===== config.mk =====
export PLATFORM = sky130hd
export DESIGN_NAME = ft_tx_packetizer
export DESIGN_NICKNAME = d
export VERILOG_FILES = /design/src/rtl/ft_pkg.sv /design/src/rtl/ft_tx_packetizer.sv
export SDC_FILE = /design/constraint.sdc
export NUM_CORES = 1
export LEC_CHECK = 0
export CAP_MARGIN = 20
export CORE_MARGIN = 1.5
export CORE_UTILIZATION = 40
export DETAILED_ROUTE_END_ITERATION = 8
export SLEW_MARGIN = 20
export SYNTH_ARGS = -nofsm -noshare
export SYNTH_HDL_FRONTEND = slang
export SYNTH_SLANG_ARGS = --single-unit

===== constraint.sdc =====
create_clock -name FT_CLK -period 2.8 [get_ports FT_CLK]
set_clock_uncertainty 0.05 [all_clocks]
set_input_delay 0.7 -clock FT_CLK [delete_from_list [all_inputs] [get_ports FT_CLK]]
set_output_delay 0.7 -clock FT_CLK [all_outputs]
set_load 0.005 [all_outputs]

===== src/rtl/ft_pkg.sv =====
// Shared FT245 packet definitions: transmit FSM encoding, sync byte and byte
// offsets within a packet, used by the transmitter and the host-side decoder model.
package ft_pkg;

    typedef enum logic [2:0] {
        ST_IDLE    = 3'd0,
        ST_HDR     = 3'd1,
        ST_SEQ     = 3'd2,
        ST_LEN     = 3'd3,
        ST_DATA_HI = 3'd4,
        ST_DATA_LO = 3'd5,
        ST_CSUM    = 3'd6
    } ft_state_t;

    localparam logic [7:0] FT_HDR_BYTE = 8'hA5;

    localparam int OFF_HDR  = 0;
    localparam int OFF_SEQ  = 1;
    localparam int OFF_LEN  = 2;
    localparam int OFF_DATA = 3;

    // Checksum sits right after the last sample byte.
    function automatic int csum_offset(input int samples);
        return OFF_DATA + 2 * samples;
    endfunction

    function automatic int pkt_bytes(input int samples);
        return csum_offset(samples) + 1;
    endfunction

endpackage


===== src/rtl/ft_tx_packetizer.sv =====
// Frames 16-bit samples into sync/seq/len/data/checksum packets and writes them
// byte by byte into an FT245 synchronous FIFO with a registered write strobe.
module ft_tx_packetizer
    import ft_pkg::*;
#(
    parameter int         PKT_SAMPLES = 16,
    parameter logic [7:0] HDR_BYTE    = FT_HDR_BYTE
) (
    input  logic        FT_CLK,
    input  logic        rst_n,
    input  logic        enable,
    input  logic [15:0] s_data,
    input  logic        s_valid,
    output logic        s_ready,
    input  logic        FT_TXE_N,
    output logic [7:0]  FT_DATA_OUT,
    output logic        FT_WR_N,
    output logic        busy,
    output logic [7:0]  pkt_seq
);

    localparam logic [7:0] LEN_BYTE = 8'(PKT_SAMPLES);
    localparam logic [7:0] LAST_IDX = 8'(PKT_SAMPLES - 1);

    ft_state_t  state_reg, state_next;
    logic       wr_n_reg,  wr_n_next;
    logic       pend_reg,  pend_next;
    logic [7:0] data_reg,  data_next;
    logic [7:0] csum_reg,  csum_next;
    logic [7:0] cnt_reg,   cnt_next;
    logic [7:0] lo_reg,    lo_next;
    logic [7:0] seq_reg,   seq_next;
    logic       busy_reg,  busy_next;
    logic       accept;
    logic       take_sample;

    // The FIFO takes the presented byte only when both strobe and space are low.
    assign accept = !wr_n_reg && !FT_TXE_N;

    always_ff @(posedge FT_CLK or negedge rst_n) begin
        if (!rst_n) begin
            state_reg <= ST_IDLE;
            wr_n_reg  <= 1'b1;
            pend_reg  <= 1'b0;
            data_reg  <= 8'h00;
            csum_reg  <= 8'h00;
            cnt_reg   <= 8'h00;
            lo_reg    <= 8'h00;
            seq_reg   <= 8'h00;
            busy_reg  <= 1'b0;
        end else begin
            state_reg <= state_next;
            wr_n_reg  <= wr_n_next;
            pend_reg  <= pend_next;
            data_reg  <= data_next;
            csum_reg  <= csum_next;
            cnt_reg   <= cnt_next;
            lo_reg    <= lo_next;
            seq_reg   <= seq_next;
            busy_reg  <= busy_next;
        end
    end

    always_comb begin
        state_next  = state_reg;
        pend_next   = pend_reg;
        data_next   = data_reg;
        csum_next   = csum_reg;
        cnt_next    = cnt_reg;
        lo_next     = lo_reg;
        seq_next    = seq_reg;
        take_sample = 1'b0;

        if (accept) begin
            csum_next = csum_reg ^ data_reg;
        end

        case (state_reg)
            ST_IDLE: begin
                csum_next = 8'h00;
                cnt_next  = 8'h00;
                pend_next = 1'b0;
                if (enable && s_valid) begin
                    state_next = ST_HDR;
                    data_next  = HDR_BYTE;
                    pend_next  = 1'b1;
                end
            end
            ST_HDR: begin
                if (accept) begin
                    state_next = ST_SEQ;
                    data_next  = seq_reg;
                end
            end
            ST_SEQ: begin
                if (accept) begin
                    state_next = ST_LEN;
                    data_next  = LEN_BYTE;
                end
            end
            ST_LEN: begin
                if (accept) begin
                    state_next  = ST_DATA_HI;
                    pend_next   = 1'b0;
                    take_sample = s_valid;
                end
            end
            ST_DATA_HI: begin
                // Without a byte loaded we are waiting on the upstream FIFO.
                if (!pend_reg) begin
                    take_sample = s_valid;
                end else if (accept) begin
                    state_next = ST_DATA_LO;
                    data_next  = lo_reg;
                end
            end
            ST_DATA_LO: begin
                if (accept) begin
                    cnt_next = cnt_reg + 8'd1;
                    if (cnt_reg == LAST_IDX) begin
                        state_next = ST_CSUM;
                        data_next  = csum_reg ^ data_reg;
                    end else begin
                        state_next  = ST_DATA_HI;
                        pend_next   = 1'b0;
                        take_sample = s_valid;
                    end
                end
            end
            ST_CSUM: begin
                if (accept) begin
                    state_next = ST_IDLE;
                    pend_next  = 1'b0;
                    seq_next   = seq_reg + 8'd1;
                end
            end
            default: begin
                state_next = ST_IDLE;
                pend_next  = 1'b0;
            end
        endcase

        // Capturing a sample loads its MSB immediately so the stream stays gapless.
        if (take_sample) begin
            data_next = s_data[15:8];
            lo_next   = s_data[7:0];
            pend_next = 1'b1;
        end

        wr_n_next = !(pend_next && !FT_TXE_N);
        busy_next = (state_next != ST_IDLE);
    end

    assign s_ready     = take_sample;
    assign FT_DATA_OUT = data_reg;
    assign FT_WR_N     = wr_n_reg;
    assign busy        = busy_reg;
    assign pkt_seq     = seq_reg;

endmodule


**Drive-strength map**

Drawn at 6 px/µm.
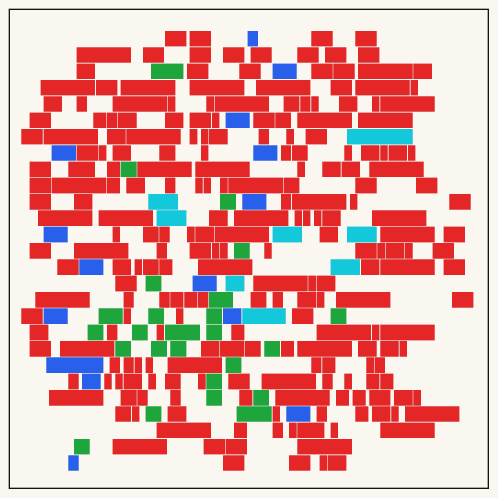
Key: _3 and _4 cells = green [cells 25]; _6 and larger = cyan [cells 8]; _2 cells = blue [cells 15]; _0 and _1 cells = red [cells 232]
Buffers excl. clock: 58
post-route cell area: 3030 µm²

**Clock wiring as the flow saved it**

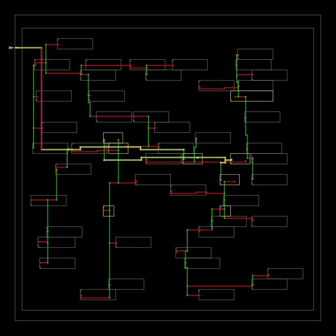
clk pwr: 0.000497 W
Clock Latency Late Sink: 290 ps
Seq cells: 46
CTS sink count: 46
Num CTS Buffers: 5

**Port wiring**

Drawn at 4 px/µm.
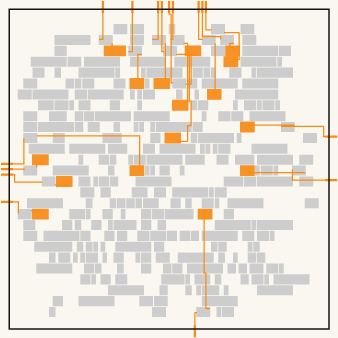
Key: `s_data` = orange [bits 16, direction input, end cells 16, buffers 16, wire 346 µm]
count of input and output buffers: 39
IO Pins: 40

**Gate-type map**

Drawn at 6 px/µm.
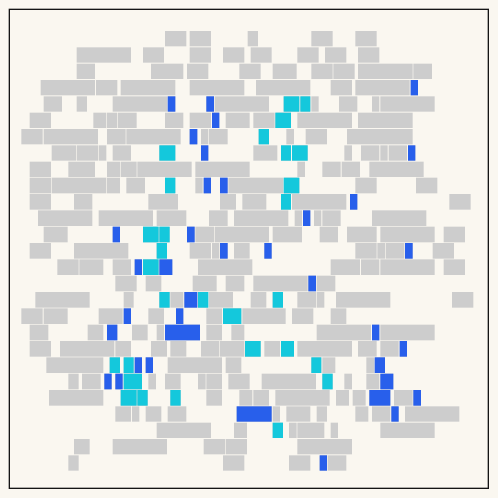
Key: nor cells = blue [cells 37]; aoi and oai cells = cyan [cells 29]
dominant logic cell type in the layout: dfrtp_1
Post-Layout Cell Count: 352

**Cell area per tile**

Drawn at 3 px/µm. The die is cut into 8 by 8 equal tiles; dark purple is low, yellow is high, 0 to 100% covered.
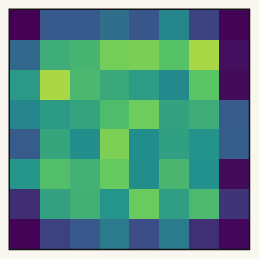
The mean over all tiles is 46%. The densest ninth of the die: middle. 13% of the tiles are over 75% full. The emptiest ninth of the die: bottom right.
Init Core Util: 0.421
total core area: 5570 µm²

[power groups by stage]
| stage | logic, W | clock network [W] | registers, W |
|---|---|---|---|
| after floorplan | 0.000576 | 0 | 0.000960 |
| after global placement | 0.000903 | 0 | 0.000990 |
| after detailed placement | 0.000907 | 0 | 0.000992 |
| after CTS | 0.000918 | 0.000511 | 0.000981 |
| after global routing | 0.00101 | 0.000536 | 0.00100 |
| final | 0.000908 | 0.000497 | 0.000981 |
[final cells by class]
class / count / area (µm²)
fill: 520 / 2540
timing repair buffer: 58 / 534
inverter: 2 / 12.5
clock inverter: 3 / 45.0
tap: 72 / 90.1
sequential: 46 / 1150
multi-input combinational: 166 / 1130
clock buffer: 5 / 68.8
[cell usage after synthesis (all sizes together) (3+ instances only)]
library cell	number
mux2	10
nor2	29
nand4	4
nand2	23
buf	3
o21ai	10
nand3	5
clkbuf	8
a211oi	8
a221o	9
and3	3
a21oi	8
dfrtp	45
xor2	13
nor3	4
xnor2	15
[metrics by stage]
stage               setup WS [ps]  area [µm²]  instances  hold WS [ps]
finish                        112        3030        352           423
global route                 29.4        3030        352           482
CTS                          36.4        3030        352           450
detailed placement           -516        2910        342           441
global placement             -466        2910        342           435
floorplan                     170        2350        225           354
[how the worst max path moves through the flow]
stage / cells after the start / slack, ps / endpoint
floorplan: 7 / 170 / s_ready
global placement: 7 / -470 / s_ready
detailed placement: 7 / -520 / s_ready
CTS: 7 / 40 / s_ready
global route: 7 / 30 / s_ready
finish: 7 / 110 / s_ready
[per-layer routing]
metal  global-route usage  wire, µm  vias up
met1                0.272      2630      882
met5                    0         0        -
met4               0.0281        26        0
met3               0.0389       185        2
met2                0.281      2440       31
li1                     -         -      903
[kinds of logic (layout without fill, tap and decap cells)]
kind of cell,count (synthesis),count (layout),share of synthesized area
AND-OR/OR-AND,45,45,0.140
multiplexers,11,11,0.0539
AND/OR/NAND/NOR,80,80,0.171
adder cells (fa/ha/maj),2,2,0.0107
XOR/XNOR,28,28,0.105
buffers and inverters,13,68,0.0288
flip-flops,46,46,0.491
[what timing repair did]
action / 4_1_cts / 5_1_grt
pin swaps: 4 / 2
endpoints found under the setup margin: 1 / 1
gates resized: 6 / 0
buffers inserted: 2 / 0
==> results.py <==
# Generated from Yosys and OpenROAD reports
metrics = {
    "run_status": {
        "status": "completed",
    },
    "finish": {
        "drive_above_1_share": 0.171,
        "lay_top_cells": "dfrtp_1, clkdlybuf4s50_1, nor2_1",
        "diodes": 0,
        "final_nets": 302,
        "final_util": 0.544,
        "area_growth_pct": 29.2,
    },
    "sta": {
        "finalClockPeriodUsage": 0.960,
        "worstMarginPinSlew_ps": 576,
        "slew_viol_final": 0,
        "layout_min_cycle_time_ps": 2690,
        "final.setup.tns_ps": 0,
        "max-slew-margin-rel": 0.616,
        "setup_viol": 0,
        "rsz0062_at_grt": "false",
        "hold_viol_final": 0,
        "max_freq_ghz": 0.372,
    },
    "setup_path": {
        "crit_fanout": 3,
        "crit_path_start_kind": "input pin",
        "crit_required_ps": 2050,
        "cp-startpoint": "FT_TXE_N",
        "endpoint_kind": "primary output",
        "slowest_delay_ps": 420,
        "cp_cell_sequence": "dlygate4sd2_1 -> or3b_4 -> nor3_4 -> a221o_2 -> nand2_4 -> inv_6 -> buf_2",
        "slowest_stage": "or3b_4",
        "r2r-end": "FT_DATA_OUT[1]$_DFFE_PN0P_",
        "r2r_start": "cnt_reg[0]$_DFFE_PN0P_",
        "ff2ff_setup_slack_ps": 640,
        "crit_family": "simple AND/OR/NAND/NOR gates",
        "rr_worst_depth": 8,
        "critPathBufInv": 3,
        "cp.arrival_ps": 1940,
    },
    "power": {
        "peakVddDrop_mv": 0.477,
        "p_leak_nw": 1.34,
        "power.switching_w": 0.000830,
        "pwr_density_cell_nw_per_um2": 787,
        "pwr-share-seq": 0.411,
        "intPower_w": 0.00156,
        "swShare": 0.348,
        "finalPower_w": 0.00239,
        "clkPwrFrac": 0.208,
        "p_comb_frac": 0.381,
    },
    "logic_synthesis": {
        "syn_nets": 248,
        "edf_count": 0,
        "postSynthSeqShare": 0.491,
        "ys.flops": 46,
        "synthCells": 225,
        "top_area_frac": 0.480,
        "yosysWarnings": 0,
        "syn_avg_cell_area_um2": 10.4,
        "ff_type": "dfrtp_1",
        "synth_area_um2": 2350,
        "ys_chip_area_um2": 2350,
        "ys_cells": 225,
        "synth.top_cells.by_area": "dfrtp_1, xnor2_1, xor2_1",
        "synthArstFlopShare": 1.00,
        "ys_types": 44,
        "yosysTopAreaCell": "dfrtp_1",
    },
    "floorplanning": {
        "fp.dieH_um": 79.6,
        "num_rows": 27,
        "dieArea_um2": 6330,
        "chipWidth_um": 79.6,
    },
    "drt": {
        "wl_per_cell_um": 15.0,
        "via_per_inst": 5.16,
        "drt_iter0_drc": 114,
        "first_pass_iters": 4,
        "wl_um": 5280,
        "remaining_drc_errors": 0,
        "num_vias": 1818,
        "final_antenna_net_count": 0,
    },
    "hold_path": {
        "hold_class": "input pin to async pin",
    },
    "cts": {
        "cts_buffer_depth": 2,
        "holdBufCountCts": 0,
        "htree_num_levels": 2,
        "path_clk_slew_ps": 90,
        "cts_tree": "built",
        "cts_root_buf": "clkbuf_8",
    },
    "placement": {
        "gp_congestion": 0.772,
        "dp_hpwl_um": 3740,
    },
    "global_route": {
        "grt_pass1_wl_um": 8910,
        "antenna_found_initial": 0,
        "grt_pass1_vias": 1750,
        "grt-ovfl-total": 0,
        "grt_max_degree": 47,
        "track_usage": 0.184,
    },
    "run": {
        "warnings": 26,
        "maxCapViolCount": 0,
    },
}
Power figures rest on the tool's default switching activity, not on a simulated workload.
